### src/rtl/decode_pkg.sv
// Shared constants for the MIPS decode stage: opcodes, instruction classes
// and the FIFO entry width.
package decode_pkg;

    localparam logic [5:0] OP_RTYPE = 6'h00;
    localparam logic [5:0] OP_J     = 6'h02;
    localparam logic [5:0] OP_JAL   = 6'h03;
    localparam logic [5:0] OP_ANDI  = 6'h0C;
    localparam logic [5:0] OP_ORI   = 6'h0D;
    localparam logic [5:0] OP_XORI  = 6'h0E;

    localparam logic [1:0] ICLASS_R = 2'd0;
    localparam logic [1:0] ICLASS_I = 2'd1;
    localparam logic [1:0] ICLASS_J = 2'd2;

    localparam int XLEN_DEFAULT = 32;
    localparam int ENTRY_W      = 32 + XLEN_DEFAULT;

    // Entry is {instr, pc}; width follows the instantiated XLEN.
    function automatic int entry_width(input int xlen);
        return 32 + xlen;
    endfunction

endpackage

### src/rtl/sync_fifo.sv
// Synchronous FIFO with extra-MSB pointers; flush and reset both empty it.
module sync_fifo #(
    parameter int WIDTH = 64,
    parameter int DEPTH = 2
) (
    input  logic             clk,
    input  logic             rst,
    input  logic             flush,
    input  logic             wr_en,
    input  logic [WIDTH-1:0] wr_data,
    input  logic             rd_en,
    output logic [WIDTH-1:0] rd_data,
    output logic             full,
    output logic             empty
);

    localparam int AW = $clog2(DEPTH);

    logic [WIDTH-1:0] mem_q [DEPTH];
    logic [AW:0]      wr_ptr_q, wr_ptr_d;
    logic [AW:0]      rd_ptr_q, rd_ptr_d;
    logic             do_wr;
    logic             do_rd;

    assign full    = (wr_ptr_q[AW] != rd_ptr_q[AW]) &&
                     (wr_ptr_q[AW-1:0] == rd_ptr_q[AW-1:0]);
    assign empty   = (wr_ptr_q == rd_ptr_q);
    assign rd_data = mem_q[rd_ptr_q[AW-1:0]];

    always_comb begin
        do_wr    = wr_en && !full && !flush && !rst;
        do_rd    = rd_en && !empty;
        wr_ptr_d = wr_ptr_q;
        rd_ptr_d = rd_ptr_q;
        if (flush) begin
            wr_ptr_d = '0;
            rd_ptr_d = '0;
        end else begin
            if (do_wr) wr_ptr_d = wr_ptr_q + 1'b1;
            if (do_rd) rd_ptr_d = rd_ptr_q + 1'b1;
        end
    end

    always_ff @(posedge clk) begin
        if (rst) begin
            wr_ptr_q <= '0;
            rd_ptr_q <= '0;
        end else begin
            wr_ptr_q <= wr_ptr_d;
            rd_ptr_q <= rd_ptr_d;
        end
        if (do_wr) mem_q[wr_ptr_q[AW-1:0]] <= wr_data;
    end

endmodule

### src/rtl/instr_decode_stage.sv
// MIPS decode stage: input FIFO feeding a registered decode bundle with
// valid/ready handshakes on both sides.
module instr_decode_stage
    import decode_pkg::*;
#(
    parameter int DEPTH = 2,
    parameter int XLEN  = 32
) (
    input  logic            clk,
    input  logic            rst,
    input  logic            flush,
    input  logic            in_valid,
    output logic            in_ready,
    input  logic [31:0]     instr,
    input  logic [XLEN-1:0] pc,
    output logic            out_valid,
    input  logic            out_ready,
    output logic [5:0]      opcode,
    output logic [4:0]      rs,
    output logic [4:0]      rt,
    output logic [4:0]      rd,
    output logic [4:0]      shamt,
    output logic [5:0]      funct,
    output logic [XLEN-1:0] imm_ext,
    output logic [XLEN-1:0] jump_target,
    output logic [XLEN-1:0] branch_target,
    output logic [XLEN-1:0] pc_plus4,
    output logic [1:0]      iclass
);

    localparam int EW = entry_width(XLEN);

    logic [EW-1:0]   head;
    logic            fifo_full, fifo_empty;
    logic            push, load;
    logic [31:0]     h_instr;
    logic [XLEN-1:0] h_pc, h_pc4, h_sext;

    logic            out_valid_q, out_valid_d;
    logic [5:0]      opcode_q, opcode_d, funct_q, funct_d;
    logic [4:0]      rs_q, rs_d, rt_q, rt_d, rd_q, rd_d, shamt_q, shamt_d;
    logic [XLEN-1:0] imm_q, imm_d, jt_q, jt_d, bt_q, bt_d, pc4_q, pc4_d;
    logic [1:0]      iclass_q, iclass_d;

    // in_ready depends only on occupancy and reset, never on out_ready.
    assign in_ready = !rst && !fifo_full;
    assign push     = in_valid && in_ready;
    assign load     = (!out_valid_q || out_ready) && !fifo_empty;

    sync_fifo #(.WIDTH(EW), .DEPTH(DEPTH)) u_fifo (
        .clk     (clk),
        .rst     (rst),
        .flush   (flush),
        .wr_en   (push),
        .wr_data ({instr, pc}),
        .rd_en   (load && !flush),
        .rd_data (head),
        .full    (fifo_full),
        .empty   (fifo_empty)
    );

    always_comb begin
        h_instr = head[EW-1 -: 32];
        h_pc    = head[XLEN-1:0];
        h_pc4   = h_pc + XLEN'(4);
        h_sext  = {{(XLEN-16){h_instr[15]}}, h_instr[15:0]};

        opcode_d = opcode_q;
        rs_d     = rs_q;
        rt_d     = rt_q;
        rd_d     = rd_q;
        shamt_d  = shamt_q;
        funct_d  = funct_q;
        imm_d    = imm_q;
        jt_d     = jt_q;
        bt_d     = bt_q;
        pc4_d    = pc4_q;
        iclass_d = iclass_q;

        if (load) begin
            opcode_d = h_instr[31:26];
            rs_d     = h_instr[25:21];
            rt_d     = h_instr[20:16];
            rd_d     = h_instr[15:11];
            shamt_d  = h_instr[10:6];
            funct_d  = h_instr[5:0];
            pc4_d    = h_pc4;
            jt_d     = {h_pc4[XLEN-1:28], h_instr[25:0], 2'b00};
            bt_d     = h_pc4 + {h_sext[XLEN-3:0], 2'b00};
            if (h_instr[31:26] == OP_ANDI || h_instr[31:26] == OP_ORI ||
                h_instr[31:26] == OP_XORI)
                imm_d = {{(XLEN-16){1'b0}}, h_instr[15:0]};
            else
                imm_d = h_sext;
            if (h_instr[31:26] == OP_RTYPE)
                iclass_d = ICLASS_R;
            else if (h_instr[31:26] == OP_J || h_instr[31:26] == OP_JAL)
                iclass_d = ICLASS_J;
            else
                iclass_d = ICLASS_I;
        end

        if (flush)          out_valid_d = 1'b0;
        else if (load)      out_valid_d = 1'b1;
        else if (out_ready) out_valid_d = 1'b0;
        else                out_valid_d = out_valid_q;
    end

    always_ff @(posedge clk) begin
        if (rst) begin
            out_valid_q <= 1'b0;
            opcode_q    <= '0;
            rs_q        <= '0;
            rt_q        <= '0;
            rd_q        <= '0;
            shamt_q     <= '0;
            funct_q     <= '0;
            imm_q       <= '0;
            jt_q        <= '0;
            bt_q        <= '0;
            pc4_q       <= '0;
            iclass_q    <= '0;
        end else begin
            out_valid_q <= out_valid_d;
            opcode_q    <= opcode_d;
            rs_q        <= rs_d;
            rt_q        <= rt_d;
            rd_q        <= rd_d;
            shamt_q     <= shamt_d;
            funct_q     <= funct_d;
            imm_q       <= imm_d;
            jt_q        <= jt_d;
            bt_q        <= bt_d;
            pc4_q       <= pc4_d;
            iclass_q    <= iclass_d;
        end
    end

    assign out_valid     = out_valid_q;
    assign opcode        = opcode_q;
    assign rs            = rs_q;
    assign rt            = rt_q;
    assign rd            = rd_q;
    assign shamt         = shamt_q;
    assign funct         = funct_q;
    assign imm_ext       = imm_q;
    assign jump_target   = jt_q;
    assign branch_target = bt_q;
    assign pc_plus4      = pc4_q;
    assign iclass        = iclass_q;

endmodule

### config.mk
export PLATFORM = sky130hd
export DESIGN_NAME = instr_decode_stage
export DESIGN_NICKNAME = d
export VERILOG_FILES = /design/src/rtl/decode_pkg.sv /design/src/rtl/sync_fifo.sv /design/src/rtl/instr_decode_stage.sv
export SDC_FILE = /design/constraint.sdc
export NUM_CORES = 1
export LEC_CHECK = 0
export CAP_MARGIN = 20
export CORE_UTILIZATION = 50
export CTS_CLUSTER_DIAMETER = 60
export DETAILED_ROUTE_END_ITERATION = 8
export HOLD_SLACK_MARGIN = 0.1
export PLACE_DENSITY_LB_ADDON = 0.2
export SETUP_SLACK_MARGIN = 0.3
export SLEW_MARGIN = 30
export SYNTH_ARGS = -nofsm -noshare
export SYNTH_HDL_FRONTEND = slang
export SYNTH_SLANG_ARGS = --single-unit
### constraint.sdc
create_clock -name clk -period 6 [get_ports clk]
set_input_delay 0.9 -clock clk [delete_from_list [all_inputs] [get_ports clk]]
set_output_delay 0.9 -clock clk [all_outputs]
set_load 0.02 [all_outputs]
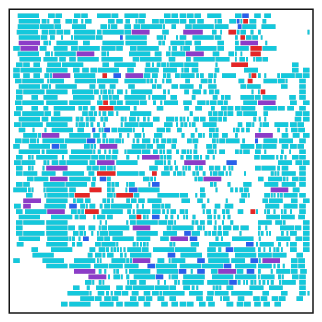
drive_strength.png
Drawn at 2 px/µm.
Key: drive 6 and up = purple [cells 30, share 2.5%]; drive 3 to 4 = red [cells 20, share 1.7%]; drive 2 = blue [cells 31, share 2.6%]; drive 1 or less = cyan [cells 1,119, share 93%]

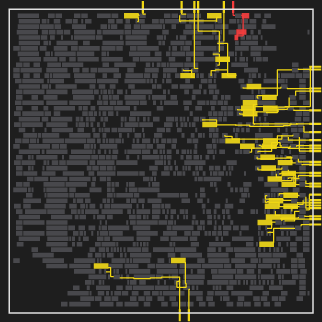
port_nets.png
Drawn at 2 px/µm.
Key: `in_valid` = red [bits 1, direction input, edge top, end cells 4, buffers 1, wire 20.4 µm]; `branch_target` = yellow [bits 32, direction output, edge 25 right, 5 top, 2 bottom, end cells 32, buffers 32, wire 978 µm]
I/O pin cnt: 233
port bufs: 230

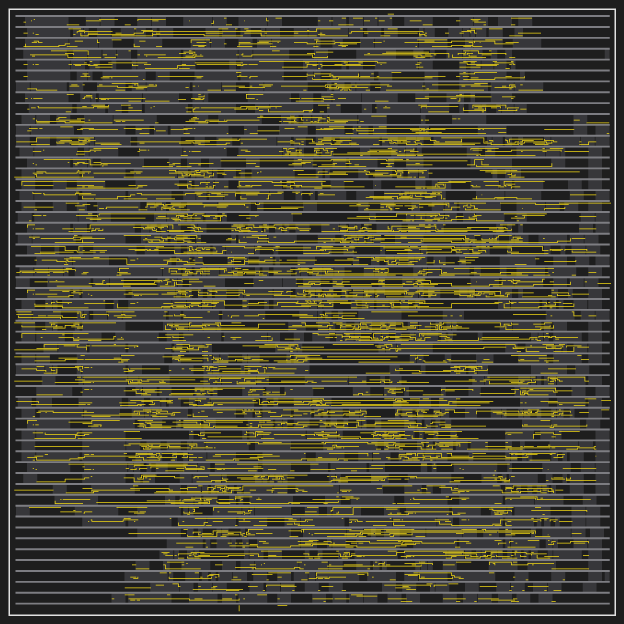
met1.png
Drawn at 4 px/µm. Supply wires on this layer in gray. Cells faint in the background.
1,132 nets have wire on it. The wires run mostly horizontal. The layer holds 47% of the routed length. The longest straight run is 68.5 µm.

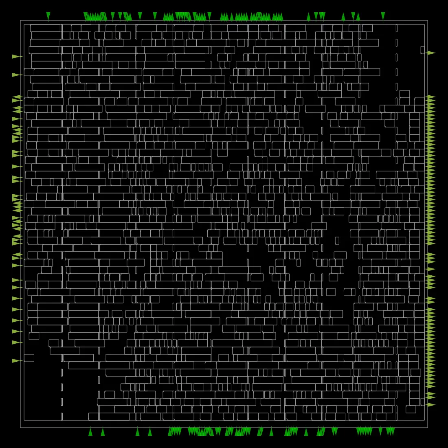
final_placement.png
number of sequential cells in the layout: 231
fin cells: 1,480
# rows: 54

==> impl_metrics.yaml <==
# yosys + openroad results
cells_and_area:
  largest_register_ff_count: 128
  layout.cells.largest_class: "sequential cells"
  non_clock_buffer_area_share_pct: 17.1
  area.combinational_mm2: 0.00446
  seq_share_pct: 42.3
  layout.cells.most_common: "sky130_fd_sc_hd__clkdlybuf4s50_1"
cts:
  cts_setup_buffers: 0
  holdBufCountCts: 0
synth:
  yosys-stat-cells: 1035
  top_cell_area_share_pct: 34.6
  synth.cell_area_mm2: 0.0111
  number_of_synthesized_register_bits: 231
  dominant_kind_of_combinational_cell: "simple AND/OR/NAND/NOR gates"
  synth.yosys.seq_area_share_pct: 53.1
  ys.warnings.count: 0
final_timing:
  final_hold_viol_count: 0
  setup-tns-final_ps: 0
  hold-worst-slack_ps: 450
  report.final.slew_viol_count: 0
  timing.slew.headroom_pct: 37.7
  layout_worst_path_cycle_share_pct: 77.8
worst_hold_path:
  hold_path_class: "reg2reg"
run_status:
  outcome: "finished clean"
setup_path:
  cp_cell_sequence: "mux2i_1 -> inv_1 -> ha_1 -> inv_1 -> a211oi_4 -> and2_1 -> nand2_1 -> xor2_1 -> mux2i_1 -> ha_1 -> nand3_1 -> nor3_1 -> a21oi_1 -> o22ai_1 -> or3_1 -> xor2_1 -> a22o_1"
  worst-endpoint-arrival_ps: 5090
  critical_path.reg2reg.endpoint: "branch_target[26]"
  worst_path_max_delay_cell: "sky130_fd_sc_hd__dfxtp_4"
  cp-endpoint: "branch_target[26]"
placement:
  dpl_worst_slack_ps: 1260
  post_dp_cell_area_mm2: 0.0131
  place.detailed.hpwl_um: 18600
pwr:
  net_switching_power_of_the_design_w: 0.00106
  power_combinational_w: 0.000714
  p_int_w: 0.00293
  combPwrFrac_pct: 17.9
  seq-power_w: 0.00179
flow_run:
  openroad.warnings: 26
route:
  detail_routed_net_length_per_standard_cell_um: 17.3
  drt_first_pass_iters: 5
  met3WireLength_um: 1390
  routed_via_density: 5.35
grt:
  globalRouteOverflowTotal: 0
  grt_start_max_net_pins: 88
  grt_use_met2_pct: 35.3
floorplanning:
  tapcell.inserted: 280
No activity file was given, so power comes from the tool's default toggle rates.
